==> run_1/floorplan.png <==
Scale bar: 20 um. Pins as bars on the die edge.
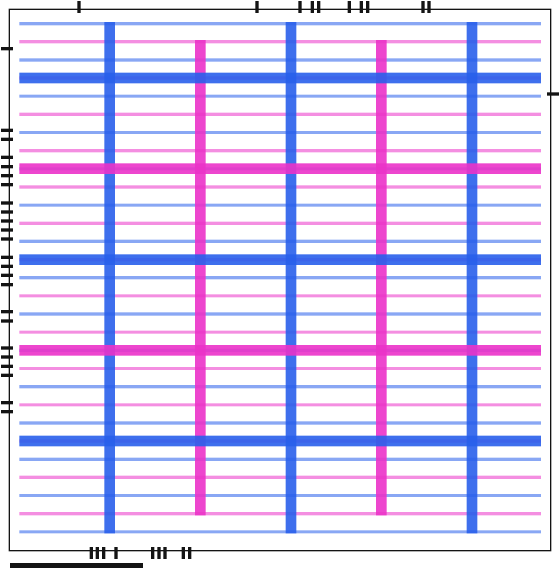
==> run_1/class_map.png <==
Scale bar: 20 um.
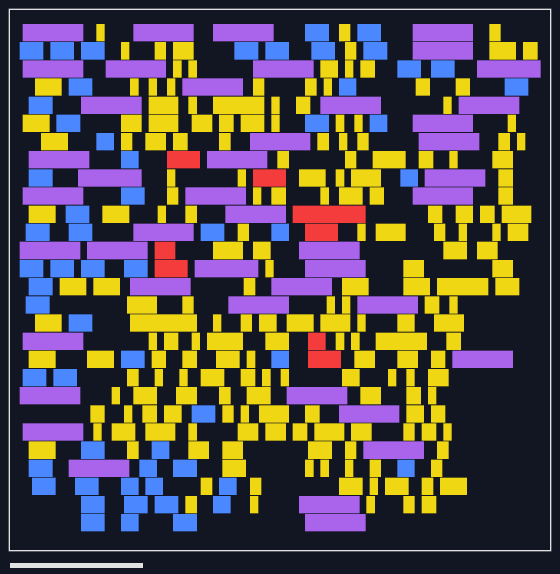
==> run_1/placed.png <==
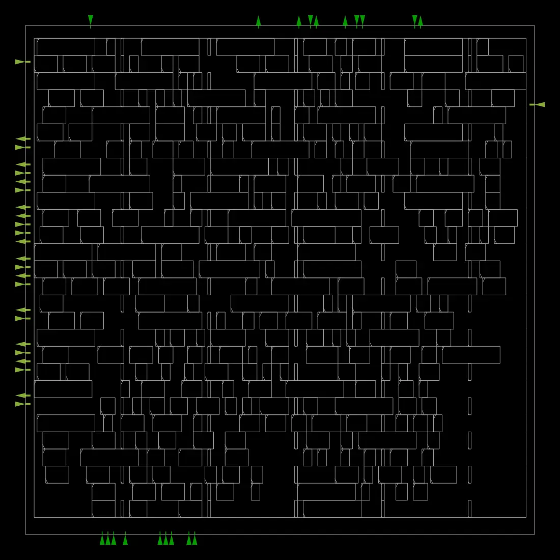
==> run_1/clock_wires.png <==
Scale bar: 20 um.
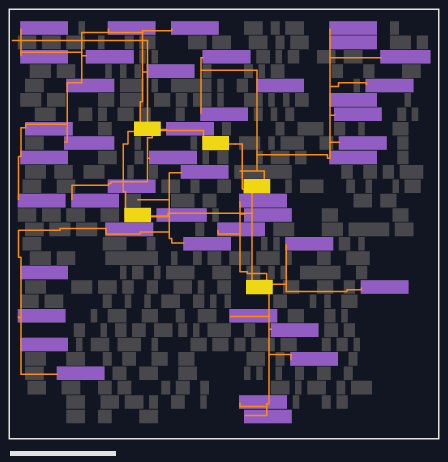
==> config.mk <==
export PLATFORM = sky130hd
export DESIGN_NAME = blf_seq_ctrl
export DESIGN_NICKNAME = d
export VERILOG_FILES = /design/src/rtl/blf_seq_pkg.sv /design/src/rtl/blf_tick_cnt.sv /design/src/rtl/blf_seq_ctrl.sv
export SDC_FILE = /design/constraint.sdc
export NUM_CORES = 1
export LEC_CHECK = 0
export CELL_PAD_IN_SITES_DETAIL_PLACEMENT = 1
export CELL_PAD_IN_SITES_GLOBAL_PLACEMENT = 1
export CORE_UTILIZATION = 41
export DETAILED_ROUTE_END_ITERATION = 6
export GPL_ROUTABILITY_DRIVEN = 0
export PLACE_DENSITY_LB_ADDON = 0.1
export REMOVE_ABC_BUFFERS = 1
export SKIP_LAST_GASP = 1
export SLEW_MARGIN = 10
export SYNTH_ARGS = -nofsm -noshare
export SYNTH_HDL_FRONTEND = slang
export SYNTH_SLANG_ARGS = --single-unit
==> constraint.sdc <==
create_clock -name clk_1_92m -period 3 [get_ports clk_1_92m]
set_input_delay 0.6 -clock clk_1_92m [delete_from_list [all_inputs] [get_ports clk_1_92m]]
set_output_delay 0.6 -clock clk_1_92m [all_outputs]
set_load 0.03 [all_outputs]
==> ci_impl_report.md <==
## PnR job results

| Metric | Value |
|---|---|
| Status | `completed` |
| Initial antenna violation count | `0` |
| First-pass GRT wire length | `11100 um` |
| Remaining antenna violation count | `0` |
| Slowest CP cell | `clkdlybuf4s50_1` |
| Port Buf Inserts | `43` |
| Cells on worst reg2reg path | `7` |
| Post-synth area hogs | `dfrtp_1, mux2_2, nor2_1, dfstp_2, ha_1` |
| FP Core Util | `42.9%` |
| CP Depth | `10` |
| Clk pin slew, worst setup/hold paths | `around 0.080 ns` |
| Max Cap Viol | `0` |
| Synthesis-to-finish area growth | `27.4%` |
| DP Area | `around 3100 um^2` |
| Hold buffers post-CTS | `0` |
| Yosys top cell by area | `dfrtp_1` |
| Post-cts sizing count | `0` |
| Count leader, synth | `dfrtp_1` |
| Hold Path Stages | `1` |
| Worst slew margin | `around half` |
| Final worst path period need | `around 2.6 ns` |
| Critical path buffer and inverter count | `1` |
| Final Setup Violations | `0` |
| Nets | `between 300 and 400` |
| Routed len/inst | `around 17 um` |
| Pleak | `~0.0014 uW` |
| Post-CTS Setup Inserts | `0` |
| Pin count of the biggest net entering global routing | `21` |
| Met1 Routed Length | `2850 um` |
| Fin. max-slew vios | `0` |
| Final HPWL DP | `5340 um` |
| Critical Path Max Stage Delay | `0.44 ns` |
| Final worst-path cycle share | `87.6%` |
| DR WL met3 | `258 um` |
| Register area | `1100 um^2` |
| Critical Path Source Type | `input pin` |
| Antenna diodes | `0` |
| Total I/O pin count | `44` |
| TritonCTS Sinks | `approximately 44` |
| GR met2 Demand/Resource | `40.1%` |
| Die area | `approximately 6500 um^2` |
| Iter 0 DRT Violations | `57` |
| Achievable frequency | `roughly 0.38 GHz` |
| Vias in the first global route | `2276` |
| Met3 Track Usage GR | `5.06%` |
| H-tree levels | `2` |
| Main flop type | `dfrtp_1` |
| Top layer in use | `met3` |
| TritonCTS clock tree | `built` |
| CTS Root Cell | `clkbuf_8` |
| Detailed Route WL | `about 6600 um` |
| CP Max Fanout | `4` |
| Total Routing Usage GR | `between 20 and 25%` |
| Pwr Density | `658 nW/um^2` |
| Synth Instances | `about 250` |
| Req. time, crit path | `3.18 ns` |
| Top post-synthesis cells by count | `dfrtp_1, nor2_1, inv_1` |
| Ys cells | `248` |
| Yosys cell types | `58` |
| EDFF count, synth | `0` |
| Fin. Hold Viols | `0` |
| OpenROAD warning count | `27` |
| DR WL met2 | `3520 um` |
| Clock Path Buffers | `2` |
| CP delay by family, top | `simple AND/OR/NAND/NOR gates` |
| Global route hottest layer | `met2` |
| Share of layout cells above drive strength 1 | `approximately 19%` |
| Unrepaired setup endpoints after global routing | `false` |
| Flops out of synthesis | `44` |
| Grt ovf | `0` |
| Ys Warns | `0` |
| Synth top area share | `40.2%` |
| TritonCTS Buffers | `5` |
| Async set-reset flop share out of synthesis | `100%` |
| Hold Path Class | `flop to flop` |
| Logic cell area | `1330 um^2` |
| DRC viols | `0` |
| Mapped Area | `2550 um^2` |
| Seq/Total Area, Yosys | `43.3%` |
| DRT Pass-1 Iters | `4` |
| Via/cell ratio | `5.51` |
| Setup TNS | `0 ns` |
| Via count | `2103` |
| R2R setup slack | `0.46 ns` |
| Syn avg cell area | `approximately 10 um^2` |
| Met1 usage | `27.8%` |
| Worst EP arrival | `~2.8 ns` |
| Synthesis area per yosys | `2550 um^2` |
| Slew @ Worst Pin | `approximately 0.74 ns` |
| CP Cell Sequence | `clkdlybuf4s50_1 > nor4_1 > a31oi_1 > ha_1 > nor3b_1 > xor2_1 > nor2_1 > or3_1 > o2111ai_2 > nor3_1` |
## Picture notes: floorplan.png
net	colour
VSS	blue
VDD	magenta
rows	28
met5 straps	5
met1 rails	29
die x size: 80.9 um
maximum vdd drop: 481 uV
Core Region: 5960 um^2
die height: 80.9 um

## Picture notes: class_map.png
class	colour	cells
registers	purple	44
clock drivers and dummy loads	red	8
remaining logic cells	yellow	197
remaining buffers and delay cells	blue	58
fin util: 54.6%
# rows: 28
flop share of the area: 33.9%
final instance area: 3250 um^2

## Picture notes: placed.png
FILL cells: 681
Non-Filler Instances: 382
TAP cells: 75
Seq cells: 44

## Picture notes: clock_wires.png
[clock wires] orange | length: 571 um
[clock-net drivers] yellow | count: 5
[flip-flops] purple | count: 44
routed clock nets	6
flops lie	widely spread
later-pin clock latency in the skew report: 0.30 ns
clk_skew: 0.00915 ns

-- run 1: area by class of cell --
class                           instances  area share (%)
Clock buffer                            5            2.11
Clock inverter                          3            1.42
Inverter                               19            2.19
Multi-Input combinational cell        178            40.8
Sequential cell                        44            33.9
Tap cell                               75            2.88
Timing Repair Buffer                   58            16.7
-- run 1: placed cells by master, fill, tap and decap left out, types with 3 or more instances in the layout --
master	Yosys	final
or3_1	5	5
xnor2_1	4	4
xor2_1	5	5
nor4_1	4	4
nand2b_1	6	6
buf_4	0	15
nor3_1	13	13
mux2_2	12	12
nand3_1	5	5
nor3b_2	3	3
dfrtp_1	41	41
nand4_1	4	4
inv_1	19	18
a31oi_1	3	3
dfstp_2	3	3
nor2_1	25	25
nand2_1	14	14
clkdlybuf4s50_1	0	43
a211oi_1	3	3
mux2i_1	5	5
a21oi_1	14	14
nor2b_1	4	4
ha_1	6	6
clkbuf_8	0	5
-- run 1: cell families after synthesis --
| family | share of synthesized area [%] |
|---|---|
| flops | 43.3 |
| simple gates | 24.1 |
| fa+ha+maj | 2.94 |
| xor+xnor | 3.09 |
| buf+inv | 4.80 |
| mux | 7.69 |
| compound gates | 14.1 |
-- run 1: per-stage QoR --
| stage | std cells | power, uW | hold slack [ns] | setup WS, ns |
|---|---|---|---|---|
| after floorplan | 241 | 1360 | 0.464 | 0.511 |
| after global routing | 382 | 2270 | 0.533 | 0.216 |
| final | 382 | 2140 | 0.517 | 0.373 |
| after detailed placement | 374 | 1690 | 0.500 | 0.0766 |
| after CTS | 382 | 2170 | 0.523 | 0.390 |
| after global placement | 374 | 1660 | 0.480 | 0.196 |
-- run 1: power breakdown --
group	switching (uW)	internal [uW]
combinational	486	393
sequential	87.3	707
clock	218	251
Power and IR drop assume default switching activity.
